**Run 1: nets reached from selected ports**

Bar = 50 µm.
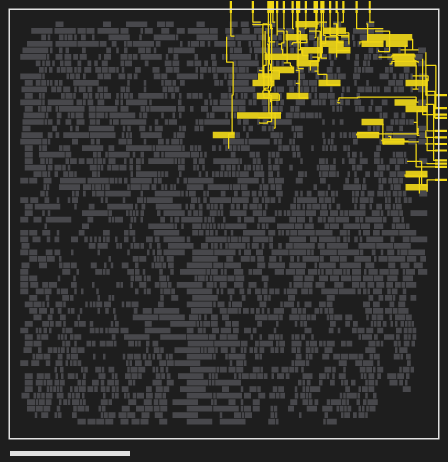
**Run 1: clock wires, drivers and flops**

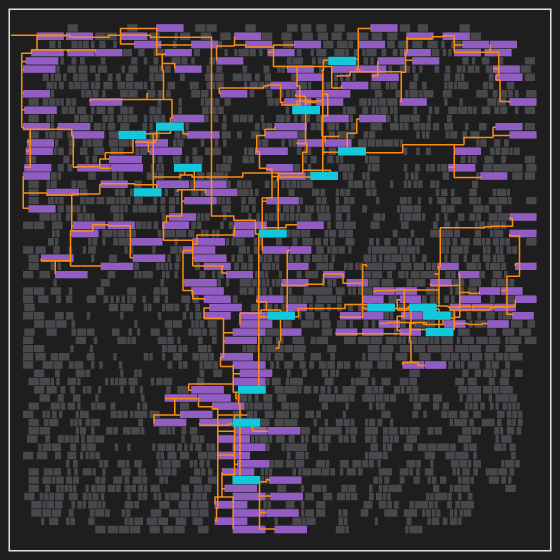
**Run 1: track usage over the die**

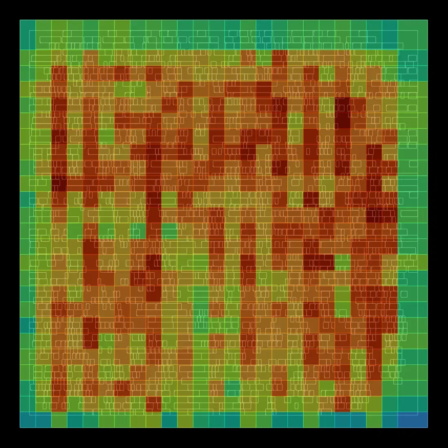
==> config.mk <==
export PLATFORM = sky130hd
export DESIGN_NAME = muldiv_sequencer_flat
export DESIGN_NICKNAME = d
export VERILOG_FILES = /design/src/rtl/muldiv_pkg.sv /design/src/rtl/muldiv_sequencer_if.sv /design/src/rtl/muldiv_step.sv /design/src/rtl/muldiv_sequencer.sv /design/src/flat_wrapper.sv
export SDC_FILE = /design/constraint.sdc
export NUM_CORES = 1
export LEC_CHECK = 0
export CAP_MARGIN = 20
export CORE_MARGIN = 4
export CORE_UTILIZATION = 50
export DETAILED_ROUTE_END_ITERATION = 12
export GPL_TIMING_DRIVEN = 0
export PLACE_DENSITY_LB_ADDON = 0.25
export SLEW_MARGIN = 25
export SYNTH_ARGS = -nofsm -noshare
export SYNTH_HDL_FRONTEND = slang
export SYNTH_SLANG_ARGS = --single-unit
==> constraint.sdc <==
create_clock -name clock -period 8.21 [get_ports clock]
set_input_delay 1.642 -clock clock [delete_from_list [all_inputs] [get_ports clock]]
set_output_delay 1.642 -clock clock [all_outputs]
set_load 0.01 [all_outputs]
==> src/rtl/muldiv_pkg.sv <==
// ----------------------------------------------------------------------------
// muldiv_pkg
// Shared definitions for the multi-cycle multiply/divide sequencer:
//   WIDTH          operand / result width
//   ITER, CNT_W    iteration count and width of the step counter
//   state_e        sequencer states (ST_IDLE .. ST_DONE)
//   step_mode_e    what the shared add/sub-shift step computes this cycle
//   OP_MUL/OP_DIV  encoding of the op input
//   DIV0_QUOTIENT  quotient reported for a zero divisor
//   negate_if / magnitude  two's complement sign helpers
// ----------------------------------------------------------------------------
package muldiv_pkg;

  localparam int WIDTH = 32;
  localparam int ITER  = 32;
  localparam int CNT_W = 6;

  typedef enum logic [2:0] {
    ST_IDLE,
    ST_MUL,
    ST_DIV,
    ST_FIX,
    ST_DONE
  } state_e;

  typedef enum logic [1:0] {
    STEP_MUL,  // Booth add/sub then arithmetic right shift
    STEP_DIV,  // non-restoring shift-left then add/sub
    STEP_FIX   // add the divisor back if the remainder went negative
  } step_mode_e;

  localparam logic OP_MUL = 1'b0;
  localparam logic OP_DIV = 1'b1;

  localparam logic [WIDTH-1:0] DIV0_QUOTIENT = 32'hFFFF_FFFF;

  function automatic logic [WIDTH-1:0] negate_if(input logic [WIDTH-1:0] v,
                                                 input logic             neg);
    return neg ? (~v + 1'b1) : v;
  endfunction

  // -2^31 maps to 32'h8000_0000, which is the correct unsigned magnitude.
  function automatic logic [WIDTH-1:0] magnitude(input logic [WIDTH-1:0] v);
    return negate_if(v, v[WIDTH-1]);
  endfunction

endpackage

==> src/rtl/muldiv_sequencer_if.sv <==
// ----------------------------------------------------------------------------
// muldiv_sequencer_if
// Request/result bundle between the control unit (master) and the
// multiply/divide sequencer (slave).
//   start        request, sampled only while busy is low
//   op           0 = MUL, 1 = DIV, captured with start
//   opa, opb     signed operands, captured with start
//   busy         operation in flight
//   done         one-cycle pulse; hi/lo valid from this cycle on
//   hi, lo       MUL: product[63:32] / product[31:0]; DIV: remainder / quotient
//   div_by_zero  last DIV had a zero divisor
// ----------------------------------------------------------------------------
interface muldiv_sequencer_if #(
  parameter int WIDTH = muldiv_pkg::WIDTH
);

  logic             start;
  logic             op;
  logic [WIDTH-1:0] opa;
  logic [WIDTH-1:0] opb;
  logic             busy;
  logic             done;
  logic [WIDTH-1:0] hi;
  logic [WIDTH-1:0] lo;
  logic             div_by_zero;

  modport master (
    output start, op, opa, opb,
    input  busy, done, hi, lo, div_by_zero
  );

  modport slave (
    input  start, op, opa, opb,
    output busy, done, hi, lo, div_by_zero
  );

endinterface

==> src/rtl/muldiv_step.sv <==
// ----------------------------------------------------------------------------
// muldiv_step
// Combinational single step shared by multiply and divide; it holds the one
// (WIDTH+1)-bit adder of the unit.
//   mode      STEP_MUL / STEP_DIV / STEP_FIX
//   acc       MUL: sign-extended A; DIV: signed partial remainder
//   q, q_m1   MUL: multiplier and Booth guard bit; DIV: dividend/quotient
//   m         MUL: multiplicand; DIV: divisor magnitude
//   *_nxt     register values after this step
// The extra adder bit keeps the true sign of A when A +/- M overflows 32 bits,
// so the shift is right even for -2^31 * -2^31; for divide it holds the sign of
// the partial remainder.
// ----------------------------------------------------------------------------
module muldiv_step
  import muldiv_pkg::*;
(
  input  step_mode_e       mode,
  input  logic [WIDTH:0]   acc,
  input  logic [WIDTH-1:0] q,
  input  logic             q_m1,
  input  logic [WIDTH-1:0] m,
  output logic [WIDTH:0]   acc_nxt,
  output logic [WIDTH-1:0] q_nxt,
  output logic             q_m1_nxt
);

  logic [WIDTH:0] add_a;
  logic [WIDTH:0] add_b;
  logic           sub;
  logic [WIDTH:0] sum;

  // NOTE: every output of a combinational block gets a default first, so no
  // path leaves it unassigned and no latch is inferred.
  always_comb begin
    add_a = acc;
    add_b = '0;
    sub   = 1'b0;
    case (mode)
      STEP_MUL: begin
        case ({q[0], q_m1})
          2'b01:   add_b = {m[WIDTH-1], m};
          2'b10: begin
            add_b = {m[WIDTH-1], m};
            sub   = 1'b1;
          end
          default: add_b = '0;
        endcase
      end
      STEP_DIV: begin
        // Shift the next dividend bit into the remainder; subtract while the
        // remainder is non-negative, add back otherwise.
        add_a = {acc[WIDTH-1:0], q[WIDTH-1]};
        add_b = {1'b0, m};
        sub   = ~acc[WIDTH];
      end
      STEP_FIX: begin
        add_b = acc[WIDTH] ? {1'b0, m} : '0;
      end
      default: begin
        add_b = '0;
      end
    endcase
  end

  assign sum = add_a + (sub ? ~add_b : add_b) + {{WIDTH{1'b0}}, sub};

  always_comb begin
    acc_nxt  = sum;
    q_nxt    = q;
    q_m1_nxt = q_m1;
    case (mode)
      STEP_MUL: begin
        acc_nxt  = {sum[WIDTH], sum[WIDTH:1]};
        q_nxt    = {sum[0], q[WIDTH-1:1]};
        q_m1_nxt = q[0];
      end
      STEP_DIV: begin
        q_nxt    = {q[WIDTH-2:0], ~sum[WIDTH]};
        q_m1_nxt = 1'b0;
      end
      default: begin
        acc_nxt = sum;
      end
    endcase
  end

endmodule

==> src/rtl/muldiv_sequencer.sv <==
// ----------------------------------------------------------------------------
// muldiv_sequencer
// Multi-cycle signed multiply (radix-2 Booth) and divide (non-restoring) unit
// delivering HI/LO results to the CPU datapath.
//   clock   rising-edge clock
//   clear   asynchronous active-low reset
//   bus     muldiv_sequencer_if.slave (start/op/opa/opb in,
//           busy/done/hi/lo/div_by_zero out)
// MUL takes 32 step cycles, DIV 32 steps plus one FIX cycle. A zero divisor
// skips the steps and spends its single busy cycle in FIX, where the fixed
// divide-by-zero result is written.
// ----------------------------------------------------------------------------
module muldiv_sequencer
  import muldiv_pkg::*;
(
  input  logic              clock,
  input  logic              clear,
  muldiv_sequencer_if.slave bus
);

  localparam logic [CNT_W-1:0] LAST_STEP = CNT_W'(ITER - 1);

  state_e           state;
  logic [CNT_W-1:0] count;

  // Operation datapath
  logic [WIDTH:0]   acc;
  logic [WIDTH-1:0] q;
  logic             q_m1;
  logic [WIDTH-1:0] m;
  logic             neg_q;     // quotient negated: operand signs differ
  logic             neg_r;     // remainder negated: dividend negative
  logic             zero_div;  // divisor was zero; q holds the raw dividend

  step_mode_e       step_mode;
  logic [WIDTH:0]   acc_nxt;
  logic [WIDTH-1:0] q_nxt;
  logic             q_m1_nxt;
  logic             accept;

  assign accept = bus.start && (state == ST_IDLE || state == ST_DONE);

  always_comb begin
    step_mode = STEP_MUL;
    if (state == ST_DIV) begin
      step_mode = STEP_DIV;
    end else if (state == ST_FIX) begin
      step_mode = STEP_FIX;
    end
  end

  muldiv_step u_step (
    .mode     (step_mode),
    .acc      (acc),
    .q        (q),
    .q_m1     (q_m1),
    .m        (m),
    .acc_nxt  (acc_nxt),
    .q_nxt    (q_nxt),
    .q_m1_nxt (q_m1_nxt)
  );

  // NOTE: the datapath registers carry no reset: each operation loads all of
  // them at accept before anything reads them, and the FSM never leaves IDLE
  // without an accept.
  always_ff @(posedge clock) begin
    if (accept) begin
      acc   <= '0;
      q_m1  <= 1'b0;
      neg_q <= bus.opa[WIDTH-1] ^ bus.opb[WIDTH-1];
      neg_r <= bus.opa[WIDTH-1];
      if (bus.op == OP_MUL) begin
        m        <= bus.opa;
        q        <= bus.opb;
        zero_div <= 1'b0;
      end else begin
        m        <= magnitude(bus.opb);
        q        <= (bus.opb == '0) ? bus.opa : magnitude(bus.opa);
        zero_div <= (bus.opb == '0);
      end
    end else if (state == ST_MUL || state == ST_DIV) begin
      acc  <= acc_nxt;
      q    <= q_nxt;
      q_m1 <= q_m1_nxt;
    end
  end

  // NOTE: sequential state uses non-blocking assignments only, so every
  // branch sees the pre-edge values regardless of statement order.
  always_ff @(posedge clock or negedge clear) begin
    if (!clear) begin
      state           <= ST_IDLE;
      count           <= '0;
      bus.busy        <= 1'b0;
      bus.done        <= 1'b0;
      bus.div_by_zero <= 1'b0;
      bus.hi          <= '0;
      bus.lo          <= '0;
    end else begin
      bus.done <= 1'b0;
      case (state)
        ST_IDLE, ST_DONE: begin
          if (accept) begin
            count           <= '0;
            bus.div_by_zero <= 1'b0;
            bus.busy        <= 1'b1;
            if (bus.op == OP_MUL) begin
              state <= ST_MUL;
            end else if (bus.opb == '0) begin
              state <= ST_FIX;
            end else begin
              state <= ST_DIV;
            end
          end else begin
            state <= ST_IDLE;
          end
        end

        ST_MUL: begin
          count <= count + 1'b1;
          if (count == LAST_STEP) begin
            state    <= ST_DONE;
            bus.busy <= 1'b0;
            bus.done <= 1'b1;
            bus.hi   <= acc_nxt[WIDTH-1:0];
            bus.lo   <= q_nxt;
          end
        end

        ST_DIV: begin
          count <= count + 1'b1;
          if (count == LAST_STEP) begin
            state <= ST_FIX;
          end
        end

        ST_FIX: begin
          state    <= ST_DONE;
          bus.busy <= 1'b0;
          bus.done <= 1'b1;
          if (zero_div) begin
            bus.hi          <= q;
            bus.lo          <= DIV0_QUOTIENT;
            bus.div_by_zero <= 1'b1;
          end else begin
            // acc_nxt is the restored (non-negative) remainder magnitude.
            bus.hi <= negate_if(acc_nxt[WIDTH-1:0], neg_r);
            bus.lo <= negate_if(q, neg_q);
          end
        end

        default: begin
          state    <= ST_IDLE;
          bus.busy <= 1'b0;
        end
      endcase
    end
  end

endmodule

==> src/flat_wrapper.sv <==
// flat-port wrapper written by rule: the top's interface ports become plain ports
module muldiv_sequencer_flat import muldiv_pkg::*;
  (clock, clear, bus_start, bus_op, bus_opa, bus_opb, bus_busy, bus_done, bus_hi, bus_lo, bus_div_by_zero);
  muldiv_sequencer_if bus_i ();
  input  logic clock;
  input  logic clear;
  input wire logic [$bits(bus_i.start)-1:0] bus_start;
  input wire logic [$bits(bus_i.op)-1:0] bus_op;
  input wire logic [$bits(bus_i.opa)-1:0] bus_opa;
  input wire logic [$bits(bus_i.opb)-1:0] bus_opb;
  output wire logic [$bits(bus_i.busy)-1:0] bus_busy;
  output wire logic [$bits(bus_i.done)-1:0] bus_done;
  output wire logic [$bits(bus_i.hi)-1:0] bus_hi;
  output wire logic [$bits(bus_i.lo)-1:0] bus_lo;
  output wire logic [$bits(bus_i.div_by_zero)-1:0] bus_div_by_zero;
  assign bus_i.start = bus_start;
  assign bus_i.op = bus_op;
  assign bus_i.opa = bus_opa;
  assign bus_i.opb = bus_opb;
  assign bus_busy = bus_i.busy;
  assign bus_done = bus_i.done;
  assign bus_hi = bus_i.hi;
  assign bus_lo = bus_i.lo;
  assign bus_div_by_zero = bus_i.div_by_zero;
  muldiv_sequencer u_core (.clock(clock), .clear(clear), .bus(bus_i));
endmodule
==> flow_metrics.tcl, run 1 <==
# place-and-route summary
set metrics [dict create \
    run_status "complete, no violations" \
    netlist_instances 1838 \
    proportion_of_layout_cells_with_a_drive_suffix_above_1 0.05389 \
    route.layer.met1.wl_mm 23.86 \
    ys_seq_share 0.3154 \
    antenna_cells 0 \
    adder_share 0.03316 \
    worstPathCellList "buf_2 > nor2b_1 > buf_2 > mux2_2 > buf_2 > buf_1 > xnor2_1 > ha_1 > clkbuf_1 > a21o_1 > a221oi_2 > o211ai_1 > a31oi_1 > xnor2_1 > a21oi_1 > nand4b_1 > nor4_4 > nand4b_1 > or4_1 > a32o_1" \
    cts-buffers-inserted 17 \
    clkSinkCount 177 \
    worst_slew_margin 0.2767 \
    top_cell_area_share 0.1381 \
    drt_iter0_drc 1718 \
    cap_violations 0 \
    synth_dominant_cell_count "nand2_1" \
    wirelength_mm 58.00 \
    floorplan.core_area_um2 28700 \
    post_synth_and_or_nand_nor_area_fraction 0.2008 \
    detail_route.vias_per_cell 6.438 \
    most_frequent_cells_in_the_layout "nand2_1 (224), nor2_1 (200), o21ai_0 (156)" \
    global_route.usage.met1 0.4802 \
    worstSetupEndpointType "flip-flop" \
    grt_overflow_total 0 \
    grt_pass1_vias 14607 \
    top_cells_by_count "nand2_1 (224), nor2_1 (200), o21ai_0 (156)" \
    areaGrowthSynthToFinish_pct 16.57 \
    grt_antenna_before_repair 1 \
    synth_area_per_cell_um2 7.924 \
    finalHoldViolCount 0 \
    critPathLaunchType "flip-flop" \
    cp_data_arrival_time_ns 7.00 \
    post_dp_cell_area_um2 16400 \
    unrepaired_setup_endpoints_after_global_routing "false" \
    clock_tree.root_cell "clkbuf_16" \
    design.portCount 135 \
    yosys.area_share.xor_xnor 0.08719 \
    wl_met2_mm 26.70 \
    final.setup_skew_ns 0.01248 \
    synth.yosys.warnings 0 \
    yosys.cell_types.count 78 \
    yosys_most_used_dff "dfrtp_1" \
    routed-wl-met3_mm 4.914 \
    floorplan.initialDensity 0.5075 \
    worstSkewPairLatency_ns 0.44 \
    mux_area_frac 0.05687 \
    drcViolationCount 0 \
    grt_pass1_wl_mm 86.84 \
    worst_slew_pin_slew_ns 1.078 \
    die_height_um 178.7 \
    place_ws_ns 1.685 \
    post_layout_nonfiller_instances 2388 \
    regToRegStartpoint "u_core.state[1]" \
    top_signal_layer_used "met4" \
    finalSetupTns_ns 0 \
    seq_cells_post_synth 177 \
    final-max-slew-violation-count 0 \
    yosys-stat-area_um2 14570 \
    fin_worst_hold_slack_ns 0.4849 \
    final_period_minus_worst_setup_slack_ns 6.668 \
    path_class "reg2reg" \
    synth_area_um2 14570 \
    timing.critical_path.required_ns 8.55 \
    globalRouteTotalUtil 0.3591 \
    post-route-util 0.5915 \
    yosysTopAreaCell "edfxtp_1" \
    gp_congestion 0.9691 \
    cts_max_path_buffers 2 \
    floorplan.die_area_um2 31920 \
    vias 15374 \
    worst_min_delay_path_class "reg2reg" \
    crit_path_max_fanout 10 \
    critPathMostFrequentCell "buf_2" \
    fp.dieW_um 178.7 \
    yosys-dominant-comb-family "AND-OR/OR-AND gates" \
    worstPathBufferInverterCount 5 \
    compound_area_frac 0.2619 \
    drt_pre_antenna_iters 5 \
    fp_nets 1944 \
    achievable-frequency_mhz 150.0 \
    largest_net_degree_at_the_start_of_global_routing 47 \
    setup_fix_bufs_post_cts 0 \
    fin_nets 2097 \
    use_met2 0.5795 \
    cell_row_count 62 \
    critical_path.max_stage_delay_ns 0.56 \
    asyncSetResetFlopFracSynth 0.4294 \
    count_of_nets_left_with_antenna_violations_after_detail_routing 0 \
    cts_tree "yes" \
    grt_most_used_layer "met2" \
    fin_ws_ns 1.542 \
    cts_hold_buffers 0 \
    port_buffers 133 \
    post-place-cells 2356 \
    cell_family_contributing_the_most_delay_on_the_critical_path "AND-OR/OR-AND gates" \
    number_of_gates_resized_after_cts 0 \
    cpMaxStageDelayCell "nor4_4" \
    worst_setup_hold_path_clk_slew_ns 0.08 \
    worst_hold_startpoint "u_core.bus.lo[23]" \
    total_non_filler_cell_area_in_the_finished_layout_um2 16980 \
    yosys-top-cells-area "edfxtp_1 (14%), dfrtp_1 (13%), nand2_1 (5.8%), o21ai_0 (5.4%), xnor2_1 (5.4%)" \
    ctsHtreeMaxLevel 4 \
    setup_viol 0 \
    yosys_cells 1838 \
    fin_crit_sh 0.8122 \
    number_of_enable_flip_flop_cells 67 \
    stage_log_warnings 26 \
    lay_top_count "nand2_1" \
    dpl.hpwl_mm 45.76 \
    worstSetupStartpoint "u_core.state[1]" \
]
About 'nets reached from selected ports':
Key: `bus_hi` = yellow [direction output, end cells 32, buffers 32, wire 1140 µm]

About 'clock wires, drivers and flops':
Key: clock drivers = cyan [count 17]; flip-flops = purple [count 177]; clock wires = orange [length 2400 µm]
There are 18 routed clock nets.

About 'track usage over the die':
routed wire length per instance: 24.29 µm
met3 Track Usage GR: 0.06052

run 1: worst paths after layout:
| path | end | slack (ns) | cells after the start |
|---|---|---|---|
| max | u_core.bus.hi[28] | 1.54 | 20 |
| min | u_core.bus.lo[23] | 0.48 | 2 |
| max reg2reg | u_core.bus.hi[28] | 1.54 | 20 |
| min reg2reg | u_core.bus.lo[23] | 0.48 | 2 |
| max in group asynchronous | u_core.bus.lo[29] | 6.45 | 2 |
| min in group asynchronous | u_core.bus.hi[26] | 1.15 | 1 |
run 1: cell families (layout without fill, tap and decap cells):
logic type      after synthesis  in the layout
flops                       177            177
buf+inv                     170            336
compound gates              600            600
xor+xnor                    145            145
simple gates                631            631
mux                          77             77
fa+ha+maj                    38             38
run 1: registers in the layout, indices dropped and copies added, names as in the netlist:
register / flops
u_core.acc: 33
u_core.bus.busy: 1
u_core.bus.lo: 32
u_core.state: 3
u_core.bus.div_by_zero: 1
u_core.bus.hi: 32
u_core.zero_div: 1
u_core.count: 6
u_core.neg_q: 1
u_core.bus.done: 1
u_core.q: 32
u_core.m: 32
u_core.neg_r: 1
u_core.q_m1: 1
run 1: area by class of cell:
| class | count | area, µm² |
|---|---|---|
| Buffer | 145 | 555.5 |
| Clock buffer | 18 | 429.2 |
| Clock inverter | 14 | 145.1 |
| Fill cell | 2718 | 11720 |
| Inverter | 25 | 95.09 |
| Multi-Input combinational cell | 1491 | 9323 |
| Sequential cell | 177 | 4594 |
| Tap cell | 384 | 480.5 |
| Timing Repair Buffer | 134 | 1356 |
**Run 1: metal 1**

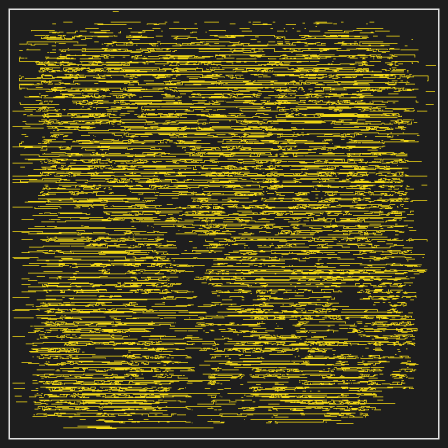

==> run 2, diff against run 1 <==
- clock period: 8.21 -> 5.6 ns (I/O delays scaled with it)
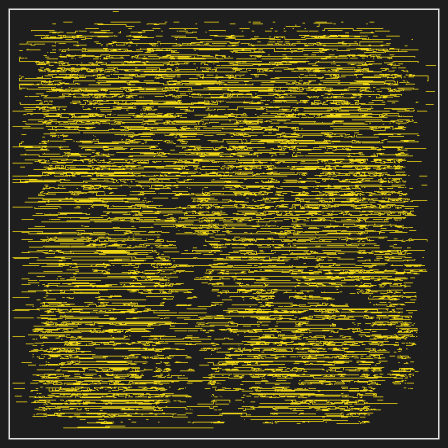
**Above:** run 2 (metal 1).
The layer holds 40% of the routed length. The wires run mostly horizontal. The layer carries 23.6 mm of wire. The longest straight run is 62.6 µm.
met1 capacity usage during global routing: 0.4848
routed vias: 15475
routed wire length: 58.58 mm

==> flow_metrics.tcl, run 2 <==
# place-and-route summary
set metrics [dict create \
    run_status "complete, no violations" \
    clock_tree.root_cell "clkbuf_16" \
    post_synth_and_or_nand_nor_area_fraction 0.2008 \
    cell_row_count 62 \
    worstSetupEndpointType "flip-flop" \
    floorplan.initialDensity 0.5075 \
    grt_pass1_vias 14671 \
    worst_min_delay_path_class "reg2reg" \
    cts_tree "yes" \
    place_ws_ns -0.9178 \
    floorplan.die_area_um2 31920 \
    crit_path_max_fanout 10 \
    synth.yosys.warnings 0 \
    final.setup_skew_ns 0.01339 \
    die_height_um 178.7 \
    seq_cells_post_synth 177 \
    adder_share 0.03316 \
    worstSkewPairLatency_ns 0.44 \
    worstSetupStartpoint "u_core.q[0]" \
    yosys-stat-area_um2 14570 \
    post_dp_cell_area_um2 16400 \
    areaGrowthSynthToFinish_pct 19.36 \
    worstPathCellList "ha_1 > a2bb2oi_4 > clkbuf_2 > nand2_1 > xnor2_2 > ha_1 > and3_1 > a221oi_4 > a2111oi_4 > o31ai_2 > xnor2_2 > and2_1 > a2111o_1 > nor4_4 > nand4b_1 > or4_1 > a32o_1" \
    grt_overflow_total 0 \
    number_of_enable_flip_flop_cells 67 \
    most_frequent_cells_in_the_layout "nand2_1 (223), nor2_1 (200), o21ai_0 (150)" \
    largest_net_degree_at_the_start_of_global_routing 47 \
    yosys_most_used_dff "dfrtp_1" \
    grt_pass1_wl_mm 87.33 \
    floorplan.core_area_um2 28700 \
    synth_area_um2 14570 \
    regToRegStartpoint "u_core.q[0]" \
    netlist_instances 1838 \
    synth_area_per_cell_um2 7.924 \
    r2r_end "u_core.bus.hi[28]" \
    finalSetupTns_ns 0 \
    yosys-top-cells-area "edfxtp_1 (14%), dfrtp_1 (13%), nand2_1 (5.8%), o21ai_0 (5.4%), xnor2_1 (5.4%)" \
    top_cell_area_share 0.1381 \
    filler_cell_count 2685 \
    proportion_of_layout_cells_with_a_drive_suffix_above_1 0.08752 \
    asyncSetResetFlopFracSynth 0.4294 \
    gp_congestion 0.9691 \
    fin_crit_sh 0.9674 \
    yosys-dominant-comb-family "AND-OR/OR-AND gates" \
    final_period_minus_worst_setup_slack_ns 5.418 \
    compound_area_frac 0.2619 \
    yosys.area_share.xor_xnor 0.08719 \
    timing.critical_path.required_ns 5.93 \
    post-place-cells 2356 \
    largest_register "u_core.acc" \
    cap_violations 0 \
    yosys.cell_types.count 78 \
    setup_viol 0 \
    count_of_nets_left_with_antenna_violations_after_detail_routing 0 \
    final-seq-area_um2 4594 \
    clkSinkCount 177 \
    number_of_flip_flops_under_the_largest_register_name 33 \
    logic_area_um2 9629 \
    total_non_filler_cell_area_in_the_finished_layout_um2 17390 \
    globalRouteTotalUtil 0.3610 \
    number_of_gates_resized_after_cts 27 \
    final-max-slew-violation-count 0 \
    worst_setup_path_endpoint "u_core.bus.hi[28]" \
    cts-buffers-inserted 17 \
    dpl.hpwl_mm 45.76 \
    cts_hold_buffers 0 \
    finalHoldViolCount 0 \
    setup_fix_bufs_post_cts 7 \
    worst_slew_pin_slew_ns 0.8363 \
    ys_seq_share 0.3154 \
    critPathLaunchType "flip-flop" \
    stage_log_warnings 26 \
    synth_dominant_cell_count "nand2_1" \
    lay_top_count "nand2_1" \
    drt_pre_antenna_iters 8 \
    port_buffers 133 \
    fp.dieW_um 178.7 \
    top_cells_by_count "nand2_1 (224), nor2_1 (200), o21ai_0 (156)" \
    worst_slew_margin 0.4373 \
    routed_wire_length_per_instance_um 24.45 \
    drt_iter0_drc 1522 \
    post-route-util 0.6057 \
    fin_nets 2104 \
    rr_worst_depth 17 \
    path_class "reg2reg" \
    worst_setup_hold_path_clk_slew_ns 0.08 \
    grt_antenna_before_repair 1 \
    fin_ws_ns 0.1824 \
    fin_worst_hold_slack_ns 0.4857 \
    post_layout_nonfiller_instances 2396 \
    yosys_cells 1838 \
    yosysTopAreaCell "edfxtp_1" \
]
-- run 2: cell counts after synthesis --
Identical to the previous run, type by type.
-- run 2: layer usage --
metal	up-vias	part of all wire	track usage
met4	0	0.045	0.1449
met1	7422	0.40	0.4848
met5	-	0	0
met3	143	0.091	0.05820
li1	7069	-	-
met2	841	0.46	0.5836
-- run 2: worst max-delay path: cells and delay by family (launching register included) --
family | cells | cell delay [ns]
AND-OR/OR-AND | 6 | 1.95
XOR/XNOR | 2 | 0.34
adder cells (fa/ha/maj) | 2 | 0.79
buffers and inverters | 1 | 0.27
flip-flops | 1 | 0.51
AND/OR/NAND/NOR | 6 | 1.43
-- run 2: layout make-up --
| class | count | share of cell area |
|---|---|---|
| diodes | 1 | 0.0001439 |
| plain buffers | 139 | 0.03195 |
| clock buffers | 18 | 0.02469 |
| clock inverters | 14 | 0.008348 |
| inverters | 25 | 0.005470 |
| multi-input cells | 1491 | 0.5539 |
| flip-flops and latches | 177 | 0.2643 |
| well taps | 384 | 0.02764 |
| repair buffers | 147 | 0.08363 |
-- run 2: worst min path at each step --
| stage | startpoint | end | slack (ns) | cells past startpoint |
|---|---|---|---|---|
| final | u_core.bus.hi[9] | u_core.bus.hi[9] | 0.49 | 2 |
| after global routing | u_core.acc[6] | u_core.acc[6] | 0.50 | 2 |
| after CTS | u_core.acc[6] | u_core.acc[6] | 0.48 | 2 |
| after detailed placement | u_core.acc[11] | u_core.acc[11] | 0.47 | 2 |
| after global placement | u_core.acc[19] | u_core.acc[19] | 0.46 | 2 |
| after floorplan | u_core.acc[11] | u_core.acc[11] | 0.44 | 2 |
==> run 3, diff against run 2 <==
- CORE_UTILIZATION: 50 -> 54
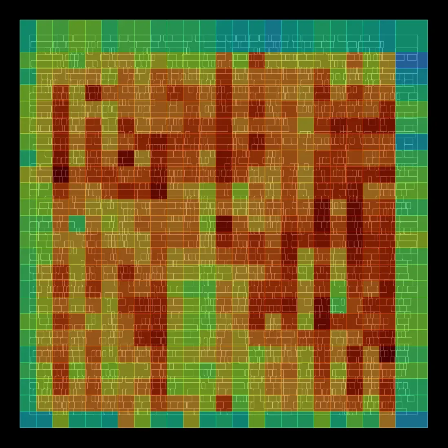
**Above:** run 3 (track usage over the die).
met3 Track Usage GR: 0.07247
Total Routing Usage GR: 0.3824

==> flow_metrics.tcl, run 3 <==
# place-and-route summary
set metrics [dict create \
    global_route.usage.met1 0.5121 \
    worst_slew_margin 0.3735 \
    netlist_instances 1838 \
    floorplan.initialDensity 0.5542 \
    use_met2 0.6048 \
    antenna_cells 0 \
    largest_register "u_core.acc" \
    number_of_enable_flip_flop_cells 67 \
    path_class "reg2reg" \
    drcViolationCount 0 \
    route.layer.met1.wl_mm 22.60 \
    final-seq-area_um2 4594 \
    cpMaxStageDelayCell "or3b_1" \
    top_cell_area_share 0.1381 \
    floorplan.die_area_um2 29660 \
    cell_row_count 59 \
    lay_top_count "nand2_1" \
    worstSetupEndpointType "flip-flop" \
    worst_setup_hold_path_clk_slew_ns 0.08 \
    critPathMostFrequentCell "clkbuf_4" \
    yosys_cells 1838 \
    yosys-top-cells-area "edfxtp_1 (14%), dfrtp_1 (13%), nand2_1 (5.8%), o21ai_0 (5.4%), xnor2_1 (5.4%)" \
    asyncSetResetFlopFracSynth 0.4294 \
    count_of_nets_left_with_antenna_violations_after_detail_routing 0 \
    seq_cells_post_synth 177 \
    gp_congestion 0.9870 \
    detail_route.vias_per_cell 6.754 \
    cap_violations 0 \
    top_cells_by_count "nand2_1 (224), nor2_1 (200), o21ai_0 (156)" \
    run_status "complete, no violations" \
    vias 15846 \
    die_height_um 172.2 \
    final_period_minus_worst_setup_slack_ns 5.454 \
    logic_area_um2 9612 \
    routed_wire_length_per_instance_um 24.83 \
    fin_worst_hold_slack_ns 0.4856 \
    worst_min_delay_path_class "reg2reg" \
    clkSinkCount 177 \
    largest_net_degree_at_the_start_of_global_routing 55 \
    routed-wl-met3_mm 6.325 \
    number_of_flip_flops_under_the_largest_register_name 33 \
    worstSkewPairLatency_ns 0.46 \
    synth_area_um2 14570 \
    critPathLaunchType "flip-flop" \
    final.setup_skew_ns 0.02918 \
    grt_pass1_wl_mm 86.08 \
    setup_viol 0 \
    drt_iter0_drc 2143 \
    unrepaired_setup_endpoints_after_global_routing "true" \
    dpl.hpwl_mm 44.88 \
    synth_dominant_cell_count "nand2_1" \
    critical_path.max_stage_delay_ns 0.42 \
    ys_seq_share 0.3154 \
    yosys_most_used_dff "dfrtp_1" \
    yosysTopAreaCell "edfxtp_1" \
    ctsHtreeMaxLevel 4 \
    total_non_filler_cell_area_in_the_finished_layout_um2 17340 \
    worst_slew_pin_slew_ns 0.9397 \
    achievable-frequency_mhz 183.3 \
    top_signal_layer_used "met5" \
    stage_log_warnings 27 \
    synth.yosys.warnings 0 \
    post_layout_nonfiller_instances 2346 \
    grt_most_used_layer "met2" \
    areaGrowthSynthToFinish_pct 19.04 \
    cts_max_path_buffers 2 \
    port_buffers 133 \
    final-max-slew-violation-count 0 \
    synth_area_per_cell_um2 7.924 \
    timing.critical_path.required_ns 5.96 \
    post_dp_cell_area_um2 16340 \
    place_ws_ns -0.7412 \
    floorplan.core_area_um2 26280 \
    worstPathBufferInverterCount 5 \
    wirelength_mm 58.25 \
    fp_nets 1944 \
    worstPathCellList "clkbuf_4 > nor2b_1 > clkbuf_4 > mux2_2 > buf_2 > buf_4 > xnor2_1 > ha_1 > clkbuf_1 > a21oi_1 > o21ai_0 > or3_1 > a31o_2 > a31oi_1 > xor2_2 > nand2_1 > o21ai_1 > or3b_1 > and3_1 > o31ai_1" \
    post-route-util 0.6598 \
    clock_tree.root_cell "clkbuf_16" \
    post-place-cells 2307 \
    cell_family_contributing_the_most_delay_on_the_critical_path "AND-OR/OR-AND gates" \
    grt_overflow_total 0 \
    wl_met2_mm 26.18 \
    finalHoldViolCount 0 \
    fp.dieW_um 172.2 \
    yosys.cell_types.count 78 \
    yosys-stat-area_um2 14570 \
    proportion_of_layout_cells_with_a_drive_suffix_above_1 0.08652 \
    crit_path_max_fanout 10 \
    most_frequent_cells_in_the_layout "nand2_1 (224), nor2_1 (200), o21ai_0 (151)" \
    design.portCount 135 \
    filler_cell_count 2280 \
    cts-buffers-inserted 17 \
    grt_antenna_before_repair 1 \
    fin_crit_sh 0.9740 \
    fin_ws_ns 0.1458 \
    fin_nets 2104 \
    cts_tree "yes" \
    grt_pass1_vias 14725 \
    drt_pre_antenna_iters 7 \
    finalSetupTns_ns 0 \
    cp_data_arrival_time_ns 5.81 \
]
run 3: cell counts after synthesis:
Identical to the previous run, type by type.
run 3: path summary, 6_finish.rpt:
kind	startpoint	end	slack (ns)	cells past startpoint
min reg2reg	u_core.bus.hi[9]	u_core.bus.hi[9]	0.49	2
max in group asynchronous	clear	u_core.bus.hi[7]	4.40	2
max	u_core.state[1]	u_core.bus.hi[27]	0.15	20
min in group asynchronous	clear	u_core.bus.hi[28]	0.58	1
max reg2reg	u_core.state[1]	u_core.bus.hi[27]	0.15	20
min	u_core.bus.hi[9]	u_core.bus.hi[9]	0.49	2
run 3: kinds of logic (layout without fill, tap and decap cells):
| kind of cell | after synthesis | in the layout | share of synthesized area |
|---|---|---|---|
| compound gates | 600 | 600 | 0.2619 |
| xor+xnor | 145 | 145 | 0.08719 |
| fa+ha+maj | 38 | 38 | 0.03316 |
| buf+inv | 170 | 343 | 0.04458 |
| flops | 177 | 177 | 0.3154 |
| mux | 77 | 77 | 0.05687 |
| simple gates | 631 | 631 | 0.2008 |
run 3: repair_timing:
action | in CTS | in global routing
hold buffers | 0 | 0
pin swaps | 3 | 15
gates cloned | 0 | 0
buffers inserted | 4 | 10
endpoints found under the setup margin | 26 | 40
resized | 24 | 51
run 3: layout make-up:
cell class	instances	area share
Buffer	138	0.03175
Tap cell	335	0.02417
Sequential cell	177	0.2650
Clock inverter	15	0.01046
Multi-Input combinational cell	1491	0.5543
Timing Repair Buffer	148	0.08428
Clock buffer	17	0.02453
Inverter	25	0.005484
